### src/rtl/sar_pkg.sv
// Shared types and helpers for the successive-approximation search controller.
package sar_pkg;

  typedef enum logic [1:0] {
    IDLE = 2'd0,
    TEST = 2'd1,
    DONE = 2'd2
  } state_t;

  localparam int unsigned WIDTH_MIN = 2;
  localparam int unsigned WIDTH_MAX = 16;

  // True when exactly one comparator flag is asserted.
  function automatic logic onehot3(input logic gt, input logic eq, input logic lt);
    return (gt ^ eq ^ lt) & ~(gt & eq & lt);
  endfunction

endpackage

### src/rtl/sar_search.sv
// Successive-approximation search: drives comparator B, recovers hidden A MSB first.
module sar_search
  import sar_pkg::*;
#(
  parameter int unsigned WIDTH = 8
) (
  input  logic             clk,
  input  logic             rst_n,
  input  logic             start,
  input  logic             a_gt_b,
  input  logic             a_eq_b,
  input  logic             a_lt_b,
  output logic [WIDTH-1:0] trial,
  output logic             busy,
  output logic             done,
  output logic [WIDTH-1:0] result,
  output logic             found,
  output logic             err
);

  localparam int unsigned IDX_W = (WIDTH > 1) ? $clog2(WIDTH) : 1;

  state_t             state_q, state_d;
  logic [WIDTH-1:0]   acc_q, acc_d;
  logic [IDX_W-1:0]   idx_q, idx_d;
  logic [WIDTH-1:0]   result_q, result_d;
  logic               found_q, found_d;
  logic               err_q, err_d;
  logic [WIDTH-1:0]   trial_w;

  // Candidate bits are disjoint, so OR never carries.
  assign trial_w = acc_q | (WIDTH'(1) << idx_q);

  always_ff @(posedge clk or negedge rst_n) begin
    if (!rst_n) begin
      state_q  <= IDLE;
      acc_q    <= '0;
      idx_q    <= '0;
      result_q <= '0;
      found_q  <= 1'b0;
      err_q    <= 1'b0;
    end else begin
      state_q  <= state_d;
      acc_q    <= acc_d;
      idx_q    <= idx_d;
      result_q <= result_d;
      found_q  <= found_d;
      err_q    <= err_d;
    end
  end

  always_comb begin
    state_d  = state_q;
    acc_d    = acc_q;
    idx_d    = idx_q;
    result_d = result_q;
    found_d  = found_q;
    err_d    = err_q;
    unique case (state_q)
      IDLE: begin
        if (start) begin
          acc_d   = '0;
          idx_d   = IDX_W'(WIDTH - 1);
          found_d = 1'b0;
          err_d   = 1'b0;
          state_d = TEST;
        end
      end
      TEST: begin
        if (!onehot3(a_gt_b, a_eq_b, a_lt_b)) begin
          err_d    = 1'b1;
          found_d  = 1'b0;
          result_d = acc_q;
          state_d  = DONE;
        end else if (a_eq_b) begin
          result_d = trial_w;
          found_d  = 1'b1;
          state_d  = DONE;
        end else begin
          if (a_gt_b) acc_d = trial_w;
          if (idx_q == '0) begin
            result_d = a_gt_b ? trial_w : acc_q;
            found_d  = 1'b0;
            state_d  = DONE;
          end else begin
            idx_d = idx_q - IDX_W'(1);
          end
        end
      end
      DONE: begin
        state_d = IDLE;
      end
      default: begin
        state_d = IDLE;
      end
    endcase
  end

  assign busy   = (state_q == TEST);
  assign done   = (state_q == DONE);
  assign trial  = (state_q == TEST) ? trial_w : '0;
  assign result = result_q;
  assign found  = found_q;
  assign err    = err_q;

endmodule

### config.mk
export PLATFORM = sky130hd
export DESIGN_NAME = sar_search
export DESIGN_NICKNAME = d
export VERILOG_FILES = /design/src/rtl/sar_pkg.sv /design/src/rtl/sar_search.sv
export SDC_FILE = /design/constraint.sdc
export NUM_CORES = 1
export LEC_CHECK = 0
export ABC_AREA = 1
export CORE_MARGIN = 1
export CORE_UTILIZATION = 40
export CTS_BUF_LIST = sky130_fd_sc_hd__clkbuf_8
export DETAILED_ROUTE_END_ITERATION = 16
export PLACE_DENSITY = 0.73
export SLEW_MARGIN = 20
export SYNTH_ARGS = -nofsm -noshare
export SYNTH_HDL_FRONTEND = slang
export SYNTH_SLANG_ARGS = --single-unit
### constraint.sdc
create_clock -name clk -period 1.5 [get_ports clk]
set_clock_uncertainty 0.2 [all_clocks]
set_input_delay 0.225 -clock clk [delete_from_list [all_inputs] [get_ports clk]]
set_output_delay 0.225 -clock clk [all_outputs]
set_load 0.05 [all_outputs]
==> impl_metrics.env, run 1 <==
# implementation run metrics
export IMPL_finalCriticalPeriod_ns=1.859
export IMPL_grtUsageTotal=0.2387
export IMPL_antenna_cells=0
export IMPL_numPortBuffers=25
export IMPL_crit_slowest_cell="dfrtp_2"
export IMPL_cts_sinks=23
export IMPL_ys_ff=23
export IMPL_dr_first_iter_drc_count=105
export IMPL_dr_pass1_iters=4
export IMPL_yosys_cell_types_count=23
export IMPL_die_x_um=62.96
export IMPL_overflow=0
export IMPL_finalWorstSetupSlack_ns=-0.3590
export IMPL_critPathTopFamily="flip-flops"
export IMPL_clock_latency_ns=0.28
export IMPL_tightest_slew_ns=0.3209
export IMPL_antenna_found_initial=0
export IMPL_htree_levels=1
export IMPL_criticalPathCategory="flip-flop to output port"
export IMPL_slew_violations=0
export IMPL_yosys_area_share_adder=0.05051
export IMPL_avgSynthCellArea_um2=7.395
export IMPL_yosys_mux_area_fraction=0
export IMPL_synth_simple_area_share=0.3687
export IMPL_critPathRequiredTime_ns=1.07
export IMPL_synthToLayoutAreaGrowth_pct=82.58
export IMPL_drc=0
export IMPL_yosys_area_share_aoi=0.1094
export IMPL_yosys_stat_area_mm2=0.001486
export IMPL_maxSlewHeadroom=0.7861
export IMPL_die_area_mm2=0.003964
export IMPL_ir_drop_mv=1.350
export IMPL_rows=21
export IMPL_top_cell_area_share=0.3872
export IMPL_avgViaCountPerCell=5.379
export IMPL_cts_root_buf="clkbuf_8"
export IMPL_ios=26
export IMPL_critPathArrivalTime_ns=1.43
export IMPL_reg2reg_to="result[2]"
export IMPL_synthCells=201
export IMPL_violations="negative setup slack"
export IMPL_crit_end="trial[0]"
export IMPL_coreArea_mm2=0.003442
export IMPL_worstSetupStartpointType="flip-flop"
export IMPL_wl_per_cell_um=16.16
export IMPL_cts_path_max_buffers=2
export IMPL_postSynthSeqShare=0.3872
export IMPL_yosys_warnings=0
export IMPL_status="finished, violations left"
export IMPL_dp_slack_ns=-0.5157
export IMPL_yosys_cells=201
export IMPL_rsz0062_at_grt="true"
export IMPL_tritoncts="done"
export IMPL_hold_viol_final=0
export IMPL_die_h_um=62.96
export IMPL_crit_buf_inv=2
export IMPL_antenna_left=0
export IMPL_reg2reg_setup_slack_ns=-0.24
export IMPL_fmax_mhz=537.9
export IMPL_fin_area_mm2=0.002714
export IMPL_holdWs_ns=0.1139
export IMPL_nNetsFinal=278
export IMPL_cap_violations=0
export IMPL_leakage_nw=1.294
export IMPL_r2r_start="idx_q[1]"
export IMPL_grt_max_degree=24
export IMPL_clkTransAtPathRegs_ns=0.09
export IMPL_fp_util=0.4318
export IMPL_xor_area_frac=0.005892
export IMPL_top_area_cell="dfrtp_1"
export IMPL_crit_path_max_fanout=4
export IMPL_crit_chain="inv_4 -> ha_4 -> nand2_4 -> a21oi_4 -> buf_12"
export IMPL_cp_num_cells=5
export IMPL_fp_nets=213
export IMPL_top_cells_by_area="dfrtp_1 (39%), nand2_1 (20%), nand3_1 (8.4%), ha_1 (5.1%), nor2_1 (3.5%)"
export IMPL_warnings=33
export IMPL_globalplace_congestion=0.8836
export IMPL_setup_viol=29
export IMPL_crit_start="idx_q[0]"
export IMPL_reg2reg_depth=8
run 1: where the power goes:
| group | internal, W | total, W | switching, W |
|---|---|---|---|
| clock | 0.000187 | 0.000405 | 0.000218 |
| sequential | 0.000800 | 0.00105 | 0.000246 |
| combinational | 0.00171 | 0.00367 | 0.00195 |
| total | 0.00270 | 0.00512 | 0.00242 |
run 1: cell usage in the layout (no fill, tap or decap), drive strengths merged:
master,n
nand3,27
xnor2,1
dfrtp,23
a21o,3
ha,6
a21oi,10
clkbuf,3
buf,59
clkdlybuf4s50,3
o21ai,12
nor2,14
inv,15
dlygate4sd2,2
nor3,2
nand2,83
clkinv,2
run 1: what timing repair did:
action                                 in CTS  in global routing
buffers inserted                            8                 11
gates resized                              27                 42
pin swaps                                  11                 22
gates cloned                                0                  1
hold buffers                                0                  0
endpoints found under the hold margin       0                  0
setup endpoints to repair                  32                 32
run 1: synth_stat cells:
master	n
a21o_1	3
a21oi_1	8
a21oi_4	2
buf_4	1
buf_6	3
clkbuf_8	1
clkinv_2	1
dfrtp_1	23
ha_1	6
inv_1	12
inv_2	3
nand2_1	78
nand2_2	1
nand2_4	3
nand3_1	25
nand3_2	1
nand3_4	1
nor2_1	14
nor3_1	2
o21ai_0	6
o21ai_1	4
o21ai_2	2
xnor2_1	1
run 1: registers in the layout, summed over array words and instances, names as in the netlist:
register  cells
acc_q         8
err           1
found         1
idx_q         3
result        8
state_q       2
run 1: metal layers:
| metal | track usage | part of all wire | vias to the layer above |
|---|---|---|---|
| met1 | 0.2955 | 0.39 | 783 |
| met3 | 0.03102 | 0.059 | 23 |
| met4 | 0.1076 | 0.034 | 0 |
| li1 | - | - | 777 |
| met2 | 0.4086 | 0.51 | 90 |
| met5 | 0 | 0 | - |
run 1: area by class of cell:
class	instances	area [µm²]
Tap cell	46	57.56
Timing Repair Buffer	64	819.5
Sequential cell	23	578.1
Clock inverter	1	5.005
Fill cell	215	728.2
Multi-Input combinational cell	158	1142
Clock buffer	3	41.29
Inverter	16	70.07
run 1: worst min-delay path by stage:
| stage | start | endpoint | slack (ns) | depth (start not counted) |
|---|---|---|---|---|
| after floorplan | rst_n | acc_q[0] | -0.27 | 0 |
| after global placement | acc_q[0] | acc_q[0] | 0.30 | 2 |
| after detailed placement | found | found | 0.32 | 2 |
| after CTS | rst_n | acc_q[1] | 0.13 | 2 |
| after global routing | rst_n | acc_q[5] | 0.14 | 2 |
| final | rst_n | acc_q[1] | 0.11 | 2 |
run 1: through the flow:
step / setup TNS [ns] / utilization / total power (W) / std cells
5_1_grt: -7.716 / 0.7884 / 0.005350 / 311
2_1_floorplan: -0.9797 / - / 0.002635 / 201
3_3_place_gp: -9.552 / 0.6550 / 0.003774 / 287
6_report: -5.947 / 0.7884 / 0.005118 / 311
4_1_cts: -5.149 / 0.7132 / 0.004513 / 299
3_5_place_dp: -10.76 / 0.6550 / 0.003809 / 287
run 1: cells by family after synthesis:
group	Yosys count
flip-flops	23
adder cells (fa/ha/maj)	6
AND-OR/OR-AND	25
XOR/XNOR	1
buffers and inverters	21
AND/OR/NAND/NOR	125
==> run_1/clocks.png <==
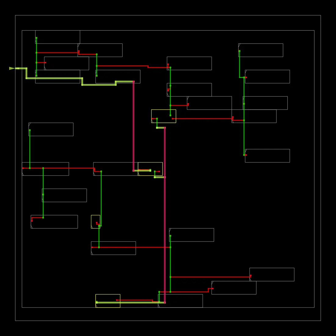
clk pwr: 0.000405 W
flop count: 23
clk_buf instances: 3
total CTS buffers: 3

==> run_1/layer_met1.png <==
Supply wires on this layer in grey.
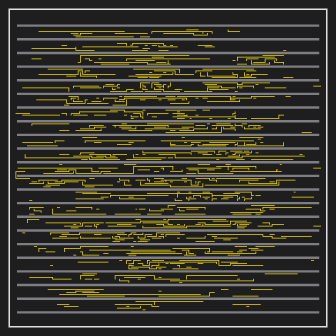
wire length on this layer = 1980 µm
share of all routed wire = 39%
main direction = horizontal

==> run_1/layer_met4.png <==
Supply wires on this layer in grey.
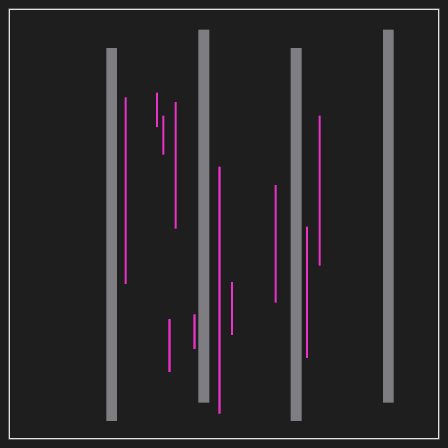
main direction = vertical
nets with wire on the layer = 11
longest straight run = 36.0 µm
share of all routed wire = 3.4%
final WL: 5025 µm
vias: 1673

==> run_1/detail.png <==
Scale bar: 10 µm. Window x 16 to 46, y 16 to 46 µm. Cells in grey, sequential cells in the stronger grey; small squares are vias.
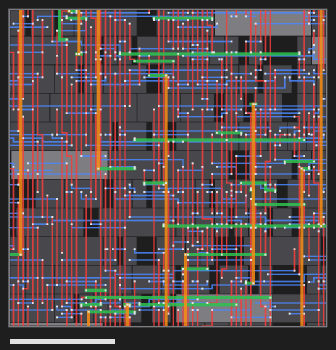
blue -> metal 1
green -> metal 3
red -> metal 2
orange -> metal 4
sequential cells in the window = 3
most frequent = nand2_1 (22), nand3_1 (14), buf_4 (11)
cells with their middle in the window = 96
netlist names of flops here include = `acc_q` (2), `result` (1)

==> run_1/wires.png <==
Two of the layers only.
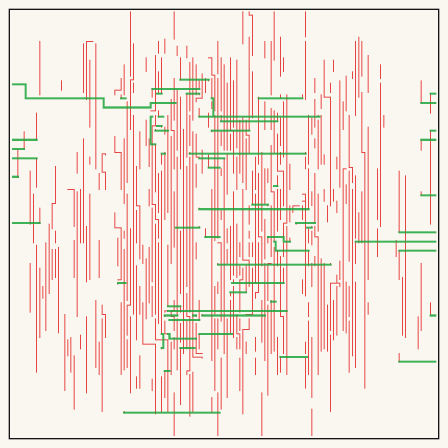

==> run 2: changes to the inputs <==
Settings changed: SETUP_SLACK_MARGIN set to 0.4.
==> run_2/wires.png <==
Two of the layers only.
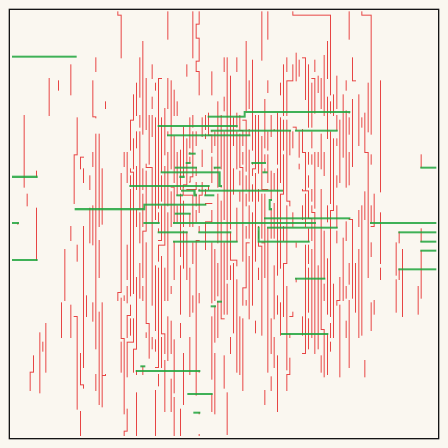
red -> metal 2  # wire length 2370 µm
green -> metal 3  # wire length 272 µm
WL/cell: 15.72 µm
final WL: 4904 µm
GRT Total Usage: 0.2602
vias: 1678

==> run_2/layer_met1.png <==
Supply wires on this layer in grey.
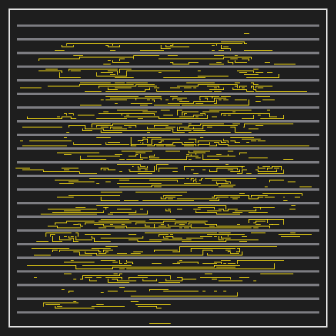
main direction = horizontal
nets with wire on the layer = 240
share of all routed wire = 42%
wire length on this layer = 2040 µm

==> impl_metrics.env, run 2 <==
# implementation run metrics
export IMPL_final_layout_size_suffix_gt1_frac=0.4774
export IMPL_synth_dominant_cell_count="nand2_1"
export IMPL_yosys_stat_area_mm2=0.001486
export IMPL_htree_levels=1
export IMPL_post_route_period_util=1.216
export IMPL_yosys_cell_types_count=23
export IMPL_worstHoldPathType="primary input to async pin"
export IMPL_ys_ff=23
export IMPL_synthToLayoutAreaGrowth_pct=79.55
export IMPL_highest_layer="met4"
export IMPL_cts_sinks=23
export IMPL_cts_root_buf="clkbuf_8"
export IMPL_slew_violations=0
export IMPL_worst_setup_path_end_kind="output port"
export IMPL_worstSetupStartpointType="flip-flop"
export IMPL_finalCriticalPeriod_ns=1.824
export IMPL_crit_path_max_fanout=4
export IMPL_met3WireLength_um=272
export IMPL_critPathTopFamily="flip-flops"
export IMPL_synthCells=201
export IMPL_dp_cells=291
export IMPL_antenna_left=0
export IMPL_die_x_um=62.96
export IMPL_dr_pass1_iters=6
export IMPL_grt_pass1_wl_um=8093
export IMPL_hold_viol_final=0
export IMPL_status="finished, violations left"
export IMPL_fp_util=0.4318
export IMPL_fp_nets=213
export IMPL_final_cell_mix="nand2_1 (62), buf_4 (29), nand3_1 (22)"
export IMPL_numPortBuffers=25
export IMPL_yosys_warnings=0
export IMPL_critPathArrivalTime_ns=1.40
export IMPL_ios=26
export IMPL_power_density_mw_per_mm2=1838
export IMPL_postSynthSeqShare=0.3872
export IMPL_layout_top_cell="nand2_1"
export IMPL_top_cell_area_share=0.3872
export IMPL_die_h_um=62.96
export IMPL_ir_drop_mv=1.315
export IMPL_crit_slowest_cell="dfrtp_2"
export IMPL_finalSetupTns_ns=-5.770
export IMPL_reg2reg_setup_slack_ns=-0.23
export IMPL_warnings=33
export IMPL_instances_no_fill=312
export IMPL_clkTransAtPathRegs_ns=0.09
export IMPL_finalWorstSetupSlack_ns=-0.3237
export IMPL_grt_pass1_vias=1706
export IMPL_globalplace_congestion=0.8811
export IMPL_avgViaCountPerCell=5.378
export IMPL_maxSlewHeadroom=0.7984
export IMPL_cap_violations=0
export IMPL_reg2reg_to="result[1]"
export IMPL_synth_edff_count=0
export IMPL_synthTopCellsByCount="nand2_1 (78), nand3_1 (25), dfrtp_1 (23), nor2_1 (14), inv_1 (12)"
export IMPL_leakage_nw=1.272
export IMPL_finalPower_w=0.004904
export IMPL_syn_area_mm2=0.001486
export IMPL_nNetsFinal=279
export IMPL_critical_path_max_stage_delay_ns=0.47
export IMPL_clock_latency_ns=0.26
export IMPL_setup_viol=31
export IMPL_violations="negative setup slack"
export IMPL_hpwl_um=2984
export IMPL_r2r_start="idx_q[0]"
export IMPL_avgSynthCellArea_um2=7.395
export IMPL_wl_met2_um=2370
export IMPL_reg2reg_depth=8
export IMPL_top_area_cell="dfrtp_1"
export IMPL_rows=21
export IMPL_yosys_cells=201
export IMPL_tightest_slew_ns=0.3023
export IMPL_coreArea_mm2=0.003442
export IMPL_crit_chain="inv_4 -> ha_4 -> nand2_4 -> a21oi_4 -> buf_12"
export IMPL_dr_first_iter_drc_count=133
export IMPL_top_cells_by_area="dfrtp_1 (39%), nand2_1 (20%), nand3_1 (8.4%), ha_1 (5.1%), nor2_1 (3.5%)"
export IMPL_drc=0
export IMPL_cts_path_max_buffers=2
export IMPL_antenna_found_initial=0
export IMPL_met1_length_um=2041
export IMPL_grt_max_degree=24
export IMPL_tritoncts="done"
export IMPL_antenna_cells=0
export IMPL_critPathRequiredTime_ns=1.07
export IMPL_ff_type="dfrtp_1"
export IMPL_rsz0062_at_grt="true"
export IMPL_cts_buffers=3
export IMPL_fmax_mhz=548.3
export IMPL_criticalPathCategory="flip-flop to output port"
export IMPL_ys_async_sr_fraction=1.000
export IMPL_crit_buf_inv=2
export IMPL_overflow=0
export IMPL_die_area_mm2=0.003964
==> run 2: cell types whose count changed in the layout (fill, tap and decap cells not counted), moves of 3 or more <==
cell and delta:
buf_4 +4, buf_6 -3, nand2_1 +12, nand2_2 -12
==> run 2: logic make-up after synthesis <==
group | share of synthesized area
buf+inv | 0.07828
xor+xnor | 0.005893
fa+ha+maj | 0.05050
compound gates | 0.1094
flops | 0.3872
simple gates | 0.3687
==> run 2: how the worst max path moves through the flow <==
| stage | depth (start not counted) | to | startpoint |
|---|---|---|---|
| 3_5_place_dp | 9 | result[1] | a_gt_b |
| 5_1_grt | 5 | trial[6] | idx_q[0] |
| 2_1_floorplan | 6 | acc_q[6] | idx_q[0] |
| 4_1_cts | 5 | trial[0] | idx_q[0] |
| 6_report | 5 | trial[6] | idx_q[0] |
| 3_3_place_gp | 9 | result[2] | a_gt_b |
==> run 2: cell type report <==
type,count,area [µm²]
well taps,46,57.56
inverters,16,80.08
fillers,195,773.2
flip-flops and latches,23,579.3
multi-input cells,160,1130
clock inverters,1,5.005
clock buffers,3,41.29
repair buffers,63,775.7
==> run 2: repair_timing <==
action                     in CTS  in global routing
hold buffers                    0                  0
pin swaps                      19                  9
setup buffers                  10                  4
setup endpoints to repair      43                 43
gates resized                  35                 12
cloned                          3                  0
==> run 2: metal layers <==
| layer | vias to the layer above | global-route usage |
|---|---|---|
| met1 | 807 | 0.3291 |
| met5 | - | 0 |
| met2 | 67 | 0.4341 |
| li1 | 781 | - |
| met4 | 0 | 0.1163 |
| met3 | 23 | 0.03832 |
==> run 2: power breakdown <==
group          internal [W]  switching [W]  total, W
sequential         0.000802       0.000249   0.00105
combinational       0.00157        0.00190   0.00347
clock              0.000185       0.000203  0.000389
total               0.00255        0.00235   0.00490
==> run 2: through the flow <==
stage | instance area, µm² | setup WS (ns) | hold slack [ns] | util
4_1_cts | 2597 | -0.3058 | 0.1417 | 0.7546
6_report | 2669 | -0.3237 | 0.1365 | 0.7754
3_3_place_gp | 2303 | -0.4581 | 0.3054 | 0.6692
5_1_grt | 2669 | -0.3555 | 0.1545 | 0.7754
3_5_place_dp | 2303 | -0.5165 | 0.3283 | 0.6692
2_1_floorplan | 1670 | -0.1175 | -0.2706 | -
==> run_2/detail.png <==
Scale bar: 10 µm. Window x 16 to 46, y 16 to 46 µm. Cells in grey, sequential cells in the stronger grey; small squares are vias.
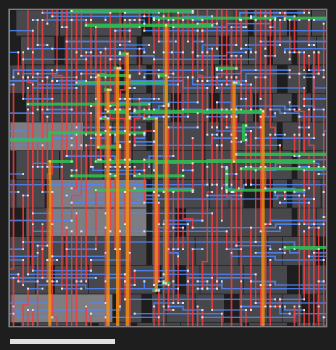

==> run 3: changes to the inputs <==
Settings changed: CORE_MARGIN 1 to unset, PLACE_DENSITY 0.73 to 0.72.
==> run_3/detail.png <==
Scale bar: 10 µm. Window x 16 to 46, y 16 to 46 µm. Cells in grey, sequential cells in the stronger grey; small squares are vias.
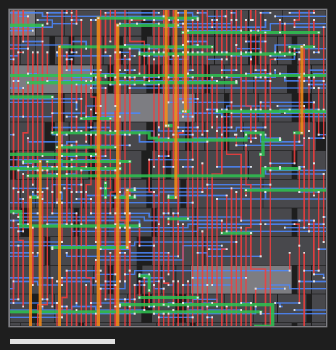
green -> metal 3
red -> metal 2
blue -> metal 1
orange -> metal 4
sequential cells in the window = 3
most frequent = nand2_1 (25), nand3_1 (18), buf_4 (16)
cells with their middle in the window = 104

==> run_3/layer_met4.png <==
Supply wires on this layer in grey.
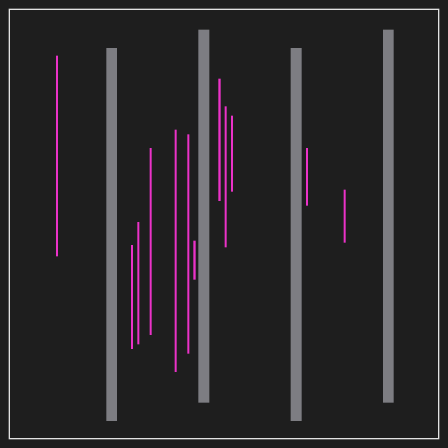
nets with wire on the layer = 12
share of all routed wire = 4.0%
wire length on this layer = 226 µm

==> impl_metrics.env, run 3 <==
# implementation run metrics
export IMPL_status="finished, violations left"
export IMPL_violations="negative setup slack"
export IMPL_overflow=0
export IMPL_leakage_nw=1.327
export IMPL_clkTransAtPathRegs_ns=0.08
export IMPL_ff_type="dfrtp_1"
export IMPL_finalSetupTns_ns=-8.903
export IMPL_critPathRequiredTime_ns=1.07
export IMPL_clock_latency_ns=0.27
export IMPL_die_h_um=62.96
export IMPL_setup_viol=33
export IMPL_die_area_mm2=0.003964
export IMPL_syn_area_mm2=0.001486
export IMPL_synthTopCellsByCount="nand2_1 (78), nand3_1 (25), dfrtp_1 (23), nor2_1 (14), inv_1 (12)"
export IMPL_numPortBuffers=25
export IMPL_synthToLayoutAreaGrowth_pct=87.12
export IMPL_dr_first_iter_drc_count=129
export IMPL_grt_max_degree=24
export IMPL_hold_viol_final=0
export IMPL_clkPwrFrac=0.075
export IMPL_synth_simple_area_share=0.3687
export IMPL_cts_sinks=23
export IMPL_cts_buffers=3
export IMPL_avgViaCountPerCell=5.483
export IMPL_avgSynthCellArea_um2=7.395
export IMPL_r2r_start="idx_q[0]"
export IMPL_slew_violations=0
export IMPL_instances_no_fill=319
export IMPL_fp_util=0.4318
export IMPL_fp_nets=213
export IMPL_die_x_um=62.96
export IMPL_synth_edff_count=0
export IMPL_htree_levels=1
export IMPL_rows=21
export IMPL_ios=26
export IMPL_dp_cells=290
export IMPL_comb_power_share=0.721
export IMPL_synth_dominant_cell_count="nand2_1"
export IMPL_antenna_cells=0
export IMPL_xor_area_frac=0.005892
export IMPL_wl_per_cell_um=17.92
export IMPL_worst_setup_path_end_kind="output port"
export IMPL_crit_chain="inv_2 -> nand2_4 -> buf_4 -> a21oi_4 -> buf_12"
export IMPL_top_area_cell="dfrtp_1"
export IMPL_ir_drop_mv=1.315
export IMPL_synthTopLogicFamily="simple AND/OR/NAND/NOR gates"
export IMPL_worstHoldPathType="primary input to async pin"
export IMPL_yosys_cell_types_count=23
export IMPL_grt_pass1_vias=1694
export IMPL_drc=0
export IMPL_synthCells=201
export IMPL_nNetsFinal=286
export IMPL_tritoncts="done"
export IMPL_grt_pass1_wl_um=8238
export IMPL_final_cell_mix="nand2_1 (54), buf_4 (33), nand3_1 (22), buf_12 (22), dfrtp_1 (20)"
export IMPL_critPathArrivalTime_ns=1.44
export IMPL_hpwl_um=2910
export IMPL_yosys_stat_area_mm2=0.001486
export IMPL_drt_wl_total_um=5715
export IMPL_finalWorstSetupSlack_ns=-0.3636
export IMPL_crit_path_max_fanout=5
export IMPL_reg2reg_depth=8
export IMPL_crit_slowest_cell="dfrtp_1"
export IMPL_cap_violations=0
export IMPL_cts_path_max_buffers=2
export IMPL_fmax_mhz=536.6
export IMPL_vias=1749
export IMPL_grtUsageTotal=0.2708
export IMPL_layout_top_cell="nand2_1"
export IMPL_netSwitchingPower_w=0.002505
export IMPL_yosys_mux_area_fraction=0
export IMPL_yosys_cells=201
export IMPL_final_layout_size_suffix_gt1_frac=0.5165
export IMPL_warnings=33
export IMPL_reg2reg_setup_slack_ns=-0.34
export IMPL_tightest_slew_ns=0.3318
export IMPL_fill_cells=196
export IMPL_globalplace_congestion=0.8447
export IMPL_reg2reg_to="result[4]"
export IMPL_dr_pass1_iters=5
export IMPL_antenna_left=0
export IMPL_worstSetupStartpointType="flip-flop"
export IMPL_postSynthSeqShare=0.3872
export IMPL_internal_power_w=0.002733
export IMPL_power_frac_seq=0.204
-- run 3: cell counts after synthesis --
No cell type changed its count.
-- run 3: cell type report --
cell class | instances | area, µm² | share of cell area
clock inverters | 1 | 3.754 | 0.001350
multi-input cells | 158 | 1144 | 0.4112
flip-flops and latches | 23 | 579.3 | 0.2083
inverters | 16 | 77.57 | 0.02789
clock buffers | 3 | 41.29 | 0.01484
repair buffers | 72 | 878.3 | 0.3158
well taps | 46 | 57.56 | 0.02069
-- run 3: how the worst max path moves through the flow --
stage,endpoint,slack [ns],depth (start not counted),from
finish,trial[0],-0.36,5,state_q[1]
global route,result[4],-0.40,8,idx_q[0]
CTS,trial[7],-0.32,4,idx_q[0]
detailed placement,idx_q[0],-0.50,9,a_gt_b
global placement,acc_q[6],-0.44,8,a_gt_b
floorplan,acc_q[6],-0.12,6,idx_q[0]
-- run 3: per-stage QoR --
| step | cell area, µm² | hold slack [ns] | total power (W) | worst slack [ns] | util |
|---|---|---|---|---|---|
| global route | 2781 | 0.1555 | 0.005449 | -0.3953 | 0.8081 |
| global placement | 2308 | 0.3165 | 0.003802 | -0.4443 | 0.6707 |
| floorplan | 1670 | -0.2706 | 0.002692 | -0.1175 | - |
| detailed placement | 2308 | 0.3272 | 0.003830 | -0.4987 | 0.6707 |
| finish | 2781 | 0.1317 | 0.005238 | -0.3636 | 0.8081 |
| CTS | 2611 | 0.1282 | 0.004728 | -0.3226 | 0.7586 |
-- run 3: power groups by stage --
stage | Combinational (W) | Sequential (W) | Clock (W)
2_1_floorplan | 0.00142 | 0.00127 | 0
3_3_place_gp | 0.00276 | 0.00104 | 0
3_5_place_dp | 0.00279 | 0.00104 | 0
4_1_cts | 0.00329 | 0.00104 | 0.000392
5_1_grt | 0.00395 | 0.00109 | 0.000413
6_report | 0.00377 | 0.00107 | 0.000392
-- run 3: worst max-delay path: cells and delay by family (launching register included) --
kind                   cells  cell delay, ns
buffers and inverters      3            0.47
DFF                        1            0.42
AOI/OAI and AO/OA          1            0.16
and+or+nand+nor            1            0.10
-- run 3: kinds of logic after synthesis --
logic type                 after synthesis
buffers and inverters                   21
adders and majority gates                6
and+or+nand+nor                        125
AOI/OAI and AO/OA                       25
DFF                                     23
xor gates and xnor gates                 1
-- run 3: layer usage --
layer,vias up,GRT usage,share of wire
met5,-,0,0
met4,0,0.1395,0.040
met3,24,0.07664,0.087
met2,110,0.4301,0.49
met1,821,0.3307,0.39
li1,794,-,-
-- run 3: what timing repair did --
| action | 4_1_cts | 5_1_grt |
|---|---|---|
| setup buffers | 13 | 11 |
| cloned | 1 | 0 |
| setup endpoints to repair | 43 | 43 |
| gates resized | 38 | 23 |
| pin swaps | 14 | 15 |
Power and IR drop assume default switching activity.
